--- src/rtl/inst_encoder_if.sv ---
// Request/response bundle for the RV32I instruction encoder.
// The master drives requests and consumes encoded words.
interface inst_encoder_if;
  logic        in_valid;
  logic        in_ready;
  logic [2:0]  fmt;
  logic [6:0]  opcode;
  logic [2:0]  funct3;
  logic [6:0]  funct7;
  logic [4:0]  rd;
  logic [4:0]  rs1;
  logic [4:0]  rs2;
  logic [31:0] imm;
  logic        out_valid;
  logic        out_ready;
  logic [31:0] out_inst;
  logic        out_last;
  logic        out_err;

  modport master (
    output in_valid, fmt, opcode, funct3, funct7,
    output rd, rs1, rs2, imm, out_ready,
    input  in_ready, out_valid, out_inst, out_last, out_err
  );

  modport slave (
    input  in_valid, fmt, opcode, funct3, funct7,
    input  rd, rs1, rs2, imm, out_ready,
    output in_ready, out_valid, out_inst, out_last, out_err
  );
endinterface

--- src/rtl/inst_encoder.sv ---
// RV32I instruction encoder: packs fields into words,
// checks immediates and expands LI into LUI+ADDI.
module inst_encoder #(
  parameter logic [31:0] NOP_INST = 32'h00000013
) (
  input logic          clk,
  input logic          rst,
  inst_encoder_if.slave bus
);

  typedef enum logic [1:0] {
    IDLE  = 2'd0,
    HOLD  = 2'd1,
    HOLD2 = 2'd2
  } state_t;

  state_t      state;
  logic        valid_q;
  logic [31:0] inst_q;
  logic        last_q;
  logic        err_q;
  logic [31:0] addi_q;

  logic [31:0] imm;
  logic [31:0] hi_sum;
  logic        fits12;
  logic        b_ok;
  logic        j_ok;
  logic        accept;
  logic        drain;

  logic [31:0] enc_word;
  logic [31:0] enc_addi;
  logic        enc_two;
  logic        enc_err;

  assign imm    = bus.imm;
  assign hi_sum = imm + 32'h800;
  assign fits12 = imm[31:11] == {21{imm[11]}};
  assign b_ok   = (imm[31:12] == {20{imm[12]}}) && !imm[0];
  assign j_ok   = (imm[31:20] == {12{imm[20]}}) && !imm[0];

  // in_ready follows out_ready combinationally so HOLD can refill
  // in the same cycle it drains; forced low while in reset.
  assign bus.in_ready = !rst &&
    ((state == IDLE) || (state == HOLD && bus.out_ready));

  assign accept = bus.in_valid && bus.in_ready;
  assign drain  = valid_q && bus.out_ready;

  assign bus.out_valid = valid_q;
  assign bus.out_inst  = inst_q;
  assign bus.out_last  = last_q;
  assign bus.out_err   = err_q;

  // Encode the incoming request and flag unencodable immediates.
  always_comb begin
    enc_word = 32'd0;
    enc_addi = 32'd0;
    enc_two  = 1'b0;
    enc_err  = 1'b0;
    unique case (bus.fmt)
      3'd0: enc_word = {bus.funct7, bus.rs2, bus.rs1,
                        bus.funct3, bus.rd, bus.opcode};
      3'd1: begin
        enc_word = {imm[11:0], bus.rs1, bus.funct3,
                    bus.rd, bus.opcode};
        enc_err  = !fits12;
      end
      3'd2: begin
        enc_word = {imm[11:5], bus.rs2, bus.rs1,
                    bus.funct3, imm[4:0], bus.opcode};
        enc_err  = !fits12;
      end
      3'd3: begin
        enc_word = {imm[12], imm[10:5], bus.rs2, bus.rs1,
                    bus.funct3, imm[4:1], imm[11], bus.opcode};
        enc_err  = !b_ok;
      end
      3'd4: begin
        enc_word = {imm[31:12], bus.rd, bus.opcode};
        enc_err  = imm[11:0] != 12'd0;
      end
      3'd5: begin
        enc_word = {imm[20], imm[10:1], imm[11],
                    imm[19:12], bus.rd, bus.opcode};
        enc_err  = !j_ok;
      end
      3'd6: begin
        if (fits12) begin
          enc_word = {imm[11:0], 5'd0, 3'd0, bus.rd, 7'h13};
        end else begin
          enc_word = {hi_sum[31:12], bus.rd, 7'h37};
          enc_addi = {imm[11:0], bus.rd, 3'd0, bus.rd, 7'h13};
          enc_two  = imm[11:0] != 12'd0;
        end
      end
      default: enc_err = 1'b1;
    endcase
    if (enc_err) begin
      enc_word = NOP_INST;
      enc_two  = 1'b0;
    end
  end

  // Output FSM: one registered beat, plus a parked ADDI for LI.
  always_ff @(posedge clk or posedge rst) begin
    if (rst) begin
      state   <= IDLE;
      valid_q <= 1'b0;
      inst_q  <= 32'd0;
      last_q  <= 1'b0;
      err_q   <= 1'b0;
      addi_q  <= 32'd0;
    end else begin
      unique case (state)
        IDLE, HOLD: begin
          if (accept) begin
            state   <= enc_two ? HOLD2 : HOLD;
            valid_q <= 1'b1;
            inst_q  <= enc_word;
            last_q  <= !enc_two;
            err_q   <= enc_err;
            addi_q  <= enc_addi;
          end else if (drain) begin
            state   <= IDLE;
            valid_q <= 1'b0;
          end
        end
        HOLD2: begin
          if (drain) begin
            state  <= HOLD;
            inst_q <= addi_q;
            last_q <= 1'b1;
            err_q  <= 1'b0;
          end
        end
        default: begin
          state   <= IDLE;
          valid_q <= 1'b0;
        end
      endcase
    end
  end

endmodule

--- src/flat_wrapper.sv ---
// flat-port wrapper written by rule: the top's interface ports become plain ports
module inst_encoder_flat 
#(
  parameter logic [31:0] NOP_INST = 32'h00000013
)
  (clk, rst, bus_in_valid, bus_fmt, bus_opcode, bus_funct3, bus_funct7, bus_rd, bus_rs1, bus_rs2, bus_imm, bus_out_ready, bus_in_ready, bus_out_valid, bus_out_inst, bus_out_last, bus_out_err);
  inst_encoder_if bus_i ();
  input logic clk;
  input logic rst;
  input wire logic [$bits(bus_i.in_valid)-1:0] bus_in_valid;
  input wire logic [$bits(bus_i.fmt)-1:0] bus_fmt;
  input wire logic [$bits(bus_i.opcode)-1:0] bus_opcode;
  input wire logic [$bits(bus_i.funct3)-1:0] bus_funct3;
  input wire logic [$bits(bus_i.funct7)-1:0] bus_funct7;
  input wire logic [$bits(bus_i.rd)-1:0] bus_rd;
  input wire logic [$bits(bus_i.rs1)-1:0] bus_rs1;
  input wire logic [$bits(bus_i.rs2)-1:0] bus_rs2;
  input wire logic [$bits(bus_i.imm)-1:0] bus_imm;
  input wire logic [$bits(bus_i.out_ready)-1:0] bus_out_ready;
  output wire logic [$bits(bus_i.in_ready)-1:0] bus_in_ready;
  output wire logic [$bits(bus_i.out_valid)-1:0] bus_out_valid;
  output wire logic [$bits(bus_i.out_inst)-1:0] bus_out_inst;
  output wire logic [$bits(bus_i.out_last)-1:0] bus_out_last;
  output wire logic [$bits(bus_i.out_err)-1:0] bus_out_err;
  assign bus_i.in_valid = bus_in_valid;
  assign bus_i.fmt = bus_fmt;
  assign bus_i.opcode = bus_opcode;
  assign bus_i.funct3 = bus_funct3;
  assign bus_i.funct7 = bus_funct7;
  assign bus_i.rd = bus_rd;
  assign bus_i.rs1 = bus_rs1;
  assign bus_i.rs2 = bus_rs2;
  assign bus_i.imm = bus_imm;
  assign bus_i.out_ready = bus_out_ready;
  assign bus_in_ready = bus_i.in_ready;
  assign bus_out_valid = bus_i.out_valid;
  assign bus_out_inst = bus_i.out_inst;
  assign bus_out_last = bus_i.out_last;
  assign bus_out_err = bus_i.out_err;
  inst_encoder #(.NOP_INST(NOP_INST)) u_core (.clk(clk), .rst(rst), .bus(bus_i));
endmodule
--- config.mk ---
export PLATFORM = sky130hd
export DESIGN_NAME = inst_encoder_flat
export DESIGN_NICKNAME = d
export VERILOG_FILES = /design/src/rtl/inst_encoder_if.sv /design/src/rtl/inst_encoder.sv /design/src/flat_wrapper.sv
export SDC_FILE = /design/constraint.sdc
export NUM_CORES = 1
export LEC_CHECK = 0
export CAP_MARGIN = 20
export CORE_ASPECT_RATIO = 0.5
export CORE_MARGIN = 3
export CORE_UTILIZATION = 33
export CTS_BUF_LIST = sky130_fd_sc_hd__clkbuf_4
export DETAILED_ROUTE_END_ITERATION = 12
export MAX_ROUTING_LAYER = met4
export PLACE_DENSITY = 0.7
export SLEW_MARGIN = 20
export SYNTH_ARGS = -nofsm -noshare
export SYNTH_HDL_FRONTEND = slang
export SYNTH_SLANG_ARGS = --single-unit
--- constraint.sdc ---
create_clock -name clk -period 1.9 [get_ports clk]
set_input_delay 0.475 -clock clk [delete_from_list [all_inputs] [get_ports clk]]
set_output_delay 0.475 -clock clk [all_outputs]
set_load 0.05 [all_outputs]
Run 1, congestion heat map:
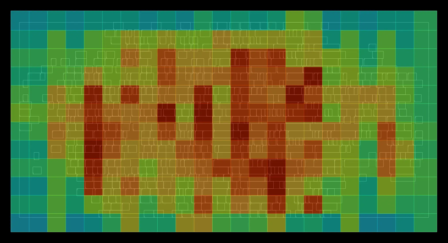
final core utilization: 0.607
GR Layer Usage met3: 0.0453
grt peak-use layer: met2
met1 Resource Use GR: 0.335
average wire length per cell after detail routing: 19.4 um

Run 1, zoomed window:
Scale bar: 10 um. Window x 60 to 100, y 5 to 45 um. Cells in grey, sequential cells in the stronger grey; small squares are vias.
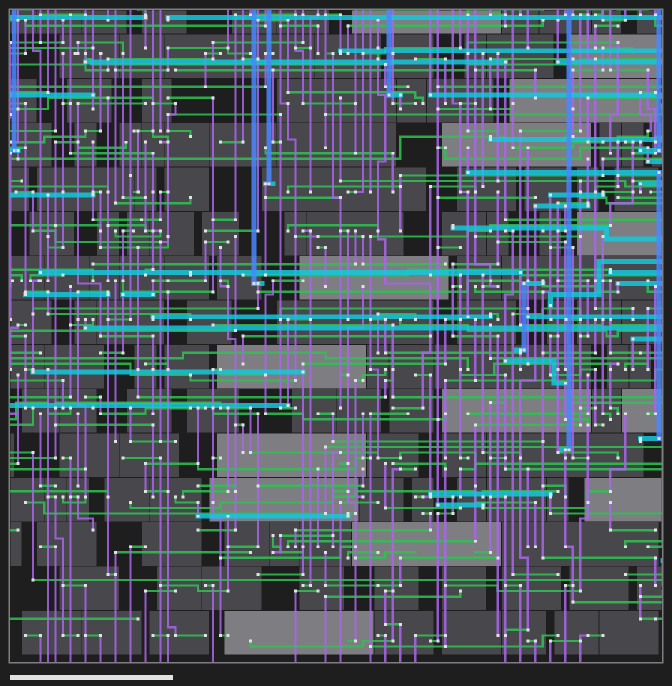
[met2] purple
[met4] blue
[met3] cyan
[met1] green
most frequent: buf_4 (36), nand2_1 (19), clkdlybuf4s50_1 (16)
cells with their middle in the window: 136
netlist names of flops here include: u_core.bus.out_inst (10), u_core.addi_q (3)
sequential cells in the window: 13

==> results.sh, run 1 <==
# implementation run metrics
export IMPL_boundaryPins=107
export IMPL_path_class="input port to flop"
export IMPL_slew_violations=0
export IMPL_yosysWarningCount=0
export IMPL_timing_critical_path_arrival_ns=2.90
export IMPL_ff2ff_setup_slack_ns=0
export IMPL_netlist_top_cell_by_instances="nand2_1"
export IMPL_setup_violations=52
export IMPL_reg2regPathDepth=6
export IMPL_timing_critical_path_slowest_stage_cell="or4_4"
export IMPL_chipHeight_um=83.2
export IMPL_synth_distinct_cells=55
export IMPL_synth_compound_gate_area_share=0.257
export IMPL_fillerInstances=925
export IMPL_logic_area_sq_um=2950
export IMPL_core_area_sq_um=11300
export IMPL_stdcell_area_sq_um=6870
export IMPL_drv_cap=0
export IMPL_clock_latency_late_pin_ns=0.40
export IMPL_status="finished with violations"
export IMPL_layout_cells_non_filler=856
export IMPL_worstMarginPinSlew_ns=0.549
export IMPL_crit_path_start_kind="input port"
export IMPL_tns_ns=-22.21
export IMPL_cts_root_buffer_cell="clkbuf_4"
export IMPL_post_route_min_period_ns=2.60
export IMPL_place_ws_ns=-1.43
export IMPL_detail_route_iter0_violations=574
export IMPL_drc_violations=0
export IMPL_floorplanUtilization=0.348
export IMPL_violations="negative setup slack"
export IMPL_seqCellArea_sq_um=1380
export IMPL_cp_num_buf_inv=3
export IMPL_grtUsageTotal=0.238
export IMPL_synth_sequential_area_ratio=0.350
export IMPL_layout_cells_most_common_list="buf_4, nand2_1, dfrtp_1, clkdlybuf4s50_1, nand3_1"
export IMPL_cp_cell_sequence="buf_6, or4_4, buf_6, nor3_4, a22oi_2, o41a_1, a211o_4, buf_16, o311ai_4"
export IMPL_post_route_worst_setup_slack_ns=-0.701
export IMPL_regToRegStartpoint="u_core.state[1]"
export IMPL_min_path_type="input port to async pin"
export IMPL_yosys_area_top_type_share=0.350
export IMPL_critical_path_fanout_max=6
Run 1, signal wires on met2:
Scale bar: 50 um.
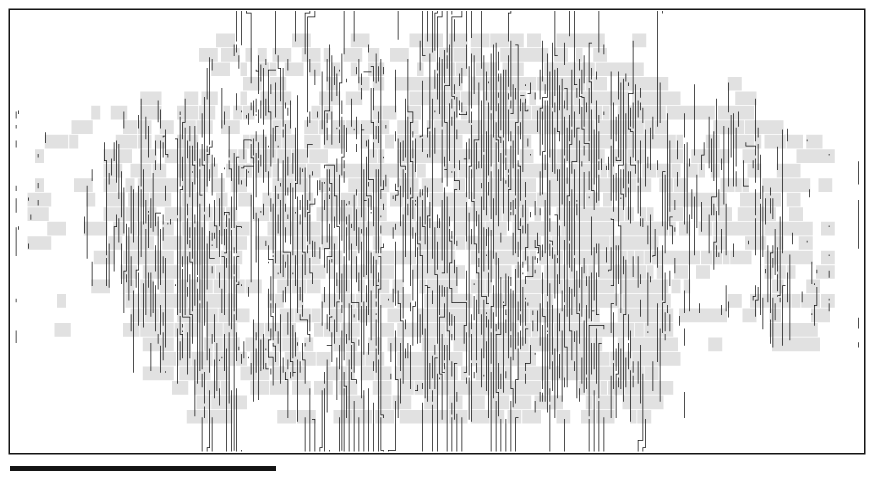
nets with wire on the layer: 678
longest straight run: 36.5 um
Total Routed Length: 16600 um
met2 Use GR: 0.352

run 1: worst max path at each step:
stage,start,slack [ns],cells past startpoint,endpoint
after floorplan,bus_imm[24],-0.82,7,u_core.bus.out_inst[12]
after global placement,bus_imm[25],-1.28,9,u_core.bus.out_err
after detailed placement,bus_imm[11],-1.43,10,u_core.bus.out_err
after CTS,bus_imm[27],-0.62,8,u_core.bus.out_inst[18]
after global routing,bus_imm[17],-0.72,9,u_core.bus.out_inst[2]
final,bus_imm[24],-0.70,9,u_core.bus.out_inst[31]
run 1: sequential cells by signal (all words and copies together) (netlist names):
signal                cells
u_core.bus.out_valid      1
u_core.bus.out_err        1
u_core.addi_q            18
u_core.state              2
u_core.bus.out_last       1
u_core.bus.out_inst      32
run 1: report_power, final:
group          internal [uW]  leakage, uW  switching (uW)  total (uW)
registers               1360     0.000726             141        1500
logic                    960      0.00249            1370        2330
clock network            158    0.0000317             400         558
run 1: tightest hold or removal path, delay by kind of cell:
family	cells	cell delay [ns]
buffers and inverters	4	0.72
run 1: repair_timing:
action                     in CTS  in global routing
buffers inserted               10                 15
gates cloned                    3                  0
pin swaps                      37                 22
gates resized                 108                 68
setup endpoints to repair      55                 55
run 1: routing by layer:
metal / GRT usage / vias to the layer above
li1: - / 2229
met4: 0.0583 / 0
met3: 0.0453 / 36
met1: 0.335 / 2351
met2: 0.352 / 271
met5: - / -
run 1: area by class of cell:
type | count | share of cell area
clock buffers | 6 | 0.00655
clock inverters | 2 | 0.00182
inverters | 7 | 0.00382
multi-input cells | 375 | 0.429
flip-flops and latches | 55 | 0.200
well taps | 159 | 0.0290
repair buffers | 252 | 0.329
Run 1, M1 wires:
Scale bar: 50 um. Supply wires on this layer in grey.
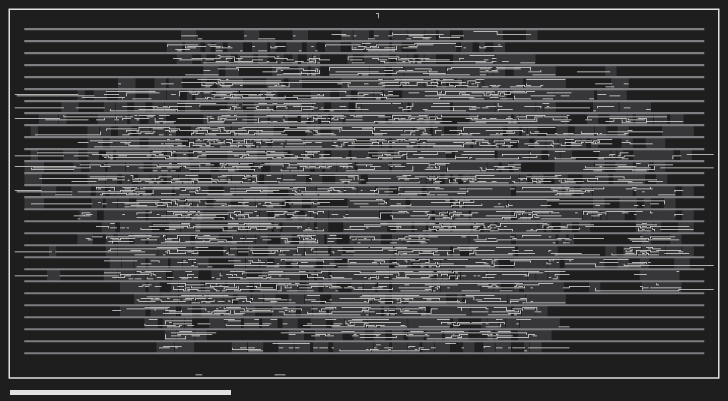

==> run 2, diff against run 1 <==
- CORE_MARGIN: 3 -> 1.5
Run 2, M1 wires:
Scale bar: 50 um. Supply wires on this layer in grey.
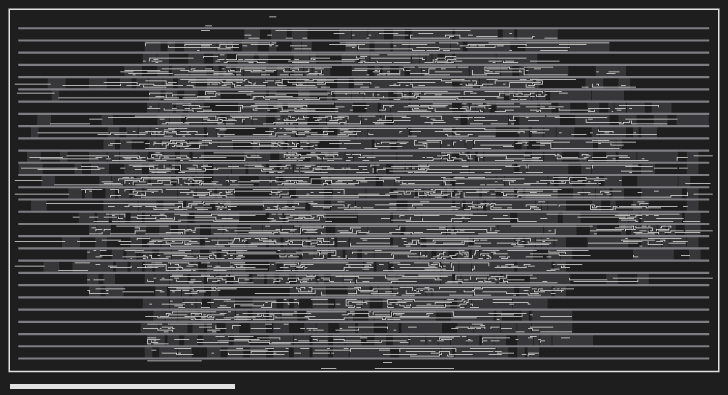
nets with wire on the layer: 720
longest straight run: 43.2 um
met1 Resource Use GR: 0.356
Total Routed Length: 17200 um
routed via count: 4967

Run 2, zoomed window:
Scale bar: 10 um. Window x 59 to 99, y 4 to 44 um. Cells in grey, sequential cells in the stronger grey; small squares are vias.
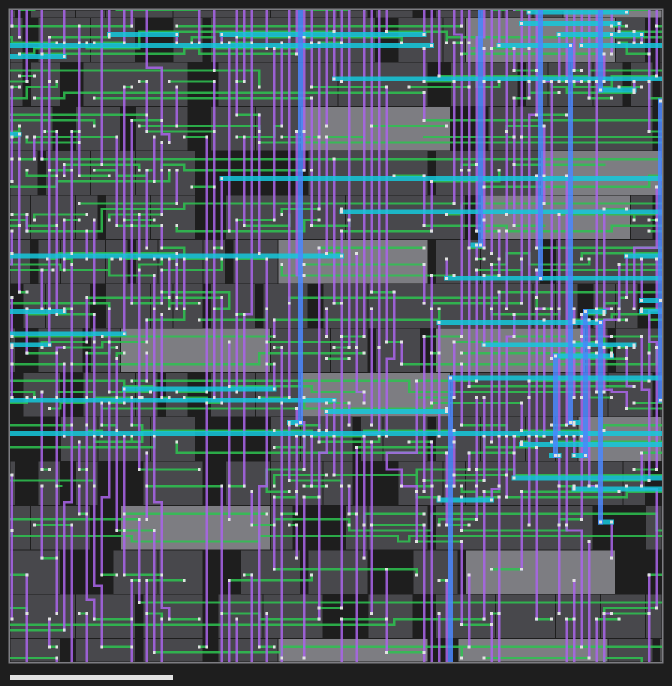
[met1] green
[met2] purple
[met4] blue
[met3] cyan
cells with their middle in the window: 134
most frequent: buf_4 (35), nand2_1 (21), clkdlybuf4s50_1 (16)
netlist names of flops here include: u_core.bus.out_inst (10), u_core.addi_q (3)
sequential cells in the window: 13

==> run 2 against run 1 <==
The flow still finishes with violations (negative setup slack). Die size down 5.4%. Global-route usage grew 3.1 points. Count of clock-buffer cells in the layout decreased by 1. Worst hold slack lost 0.10 ns. Sequential share of layout area fell by 0.14 points. Synthesized area stayed put. Final cell count increased by 0.12%.
==> results.sh, run 2 <==
# implementation run metrics
export IMPL_ff2ff_setup_slack_ns=0.03
export IMPL_grtUsageTotal=0.270
export IMPL_critical_path_startpoint="bus_imm[27]"
export IMPL_cp_cell_sequence="buf_6, or4_4, buf_6, nor3_4, a22oi_2, o41a_1, a211o_4, buf_12, buf_16, o311ai_4"
export IMPL_critical_path_fanout_max=6
export IMPL_layout_cells_most_common_list="buf_4, nand2_1, dfrtp_1, clkdlybuf4s50_1, nand3_1"
export IMPL_chipHeight_um=80.2
export IMPL_regToRegStartpoint="u_core.state[1]"
export IMPL_cp_num_buf_inv=4
export IMPL_timing_critical_path_arrival_ns=2.88
export IMPL_detail_route_iter0_violations=478
export IMPL_timing_critical_path_slowest_stage_cell="or4_4"
export IMPL_clock_latency_late_pin_ns=0.39
export IMPL_drv_cap=0
export IMPL_post_cts_setup_buffers=21
export IMPL_synth_distinct_cells=55
export IMPL_setup_violations=48
export IMPL_post_route_worst_setup_slack_ns=-0.686
export IMPL_crit_path_start_kind="input port"
export IMPL_status="finished with violations"
export IMPL_slew_violations=0
export IMPL_violations="negative setup slack"
export IMPL_cts_root_buffer_cell="clkbuf_4"
export IMPL_boundaryPins=107
export IMPL_drt_wirelength_per_cell_um=20.1
export IMPL_fillerInstances=927
export IMPL_worst_path_stages=10
export IMPL_tns_ns=-19.59
[run 2: cell types whose count changed in the layout (fill, tap and decap cells not counted), sizes merged]
cell,before,now
dlygate4sd2,5,6
clkdlybuf4s15,1,3
dlymetal6s2s,6,1
clkdlybuf4s50,46,47
buf,188,190
clkinvlp,1,0
clkinv,1,2
[run 2: metrics by stage]
stage | cells | setup WS [ns] | cell area (sq um) | utilization | hold WS [ns]
finish | 857 | -0.686 | 6920 | 0.613 | 0.279
global route | 857 | -0.722 | 6920 | 0.613 | 0.300
CTS | 851 | -0.669 | 6640 | 0.589 | 0.290
detailed placement | 823 | -1.35 | 6010 | 0.533 | 0.465
global placement | 823 | -1.27 | 6010 | 0.533 | 0.460
floorplan | 474 | -0.818 | 4020 | - | 0.445
[run 2: layer usage]
metal	vias to the layer above	track usage
met5	-	-
met1	2407	0.356
met2	274	0.434
met3	64	0.0470
li1	2222	-
met4	0	0.0613
[run 2: power breakdown]
| part | total, uW | switching, uW | leakage [uW] | internal [uW] |
|---|---|---|---|---|
| clock | 512 | 379 | 0.0000285 | 132 |
| combinational | 2390 | 1390 | 0.00247 | 997 |
| sequential | 1510 | 152 | 0.000726 | 1360 |
| total | 4410 | 1920 | 0.00323 | 2490 |
[run 2: final cells by class]
| cell class | instances | area (sq um) | share of cell area |
|---|---|---|---|
| multi-input combinational | 375 | 2950 | 0.427 |
| timing repair buffer | 254 | 2320 | 0.335 |
| sequential | 55 | 1380 | 0.199 |
| tap | 159 | 199 | 0.0287 |
| clock buffer | 5 | 37.5 | 0.00542 |
| inverter | 7 | 26.3 | 0.00380 |
| clock inverter | 2 | 8.76 | 0.00127 |
[run 2: kinds of logic after synthesis]
family          count (synthesis)
compound gates                133
xor+xnor                       18
fa+ha+maj                       3
buf+inv                        44
flops                          55
mux                            17
simple gates                  204
No activity file was given, so power comes from the tool's default toggle rates.
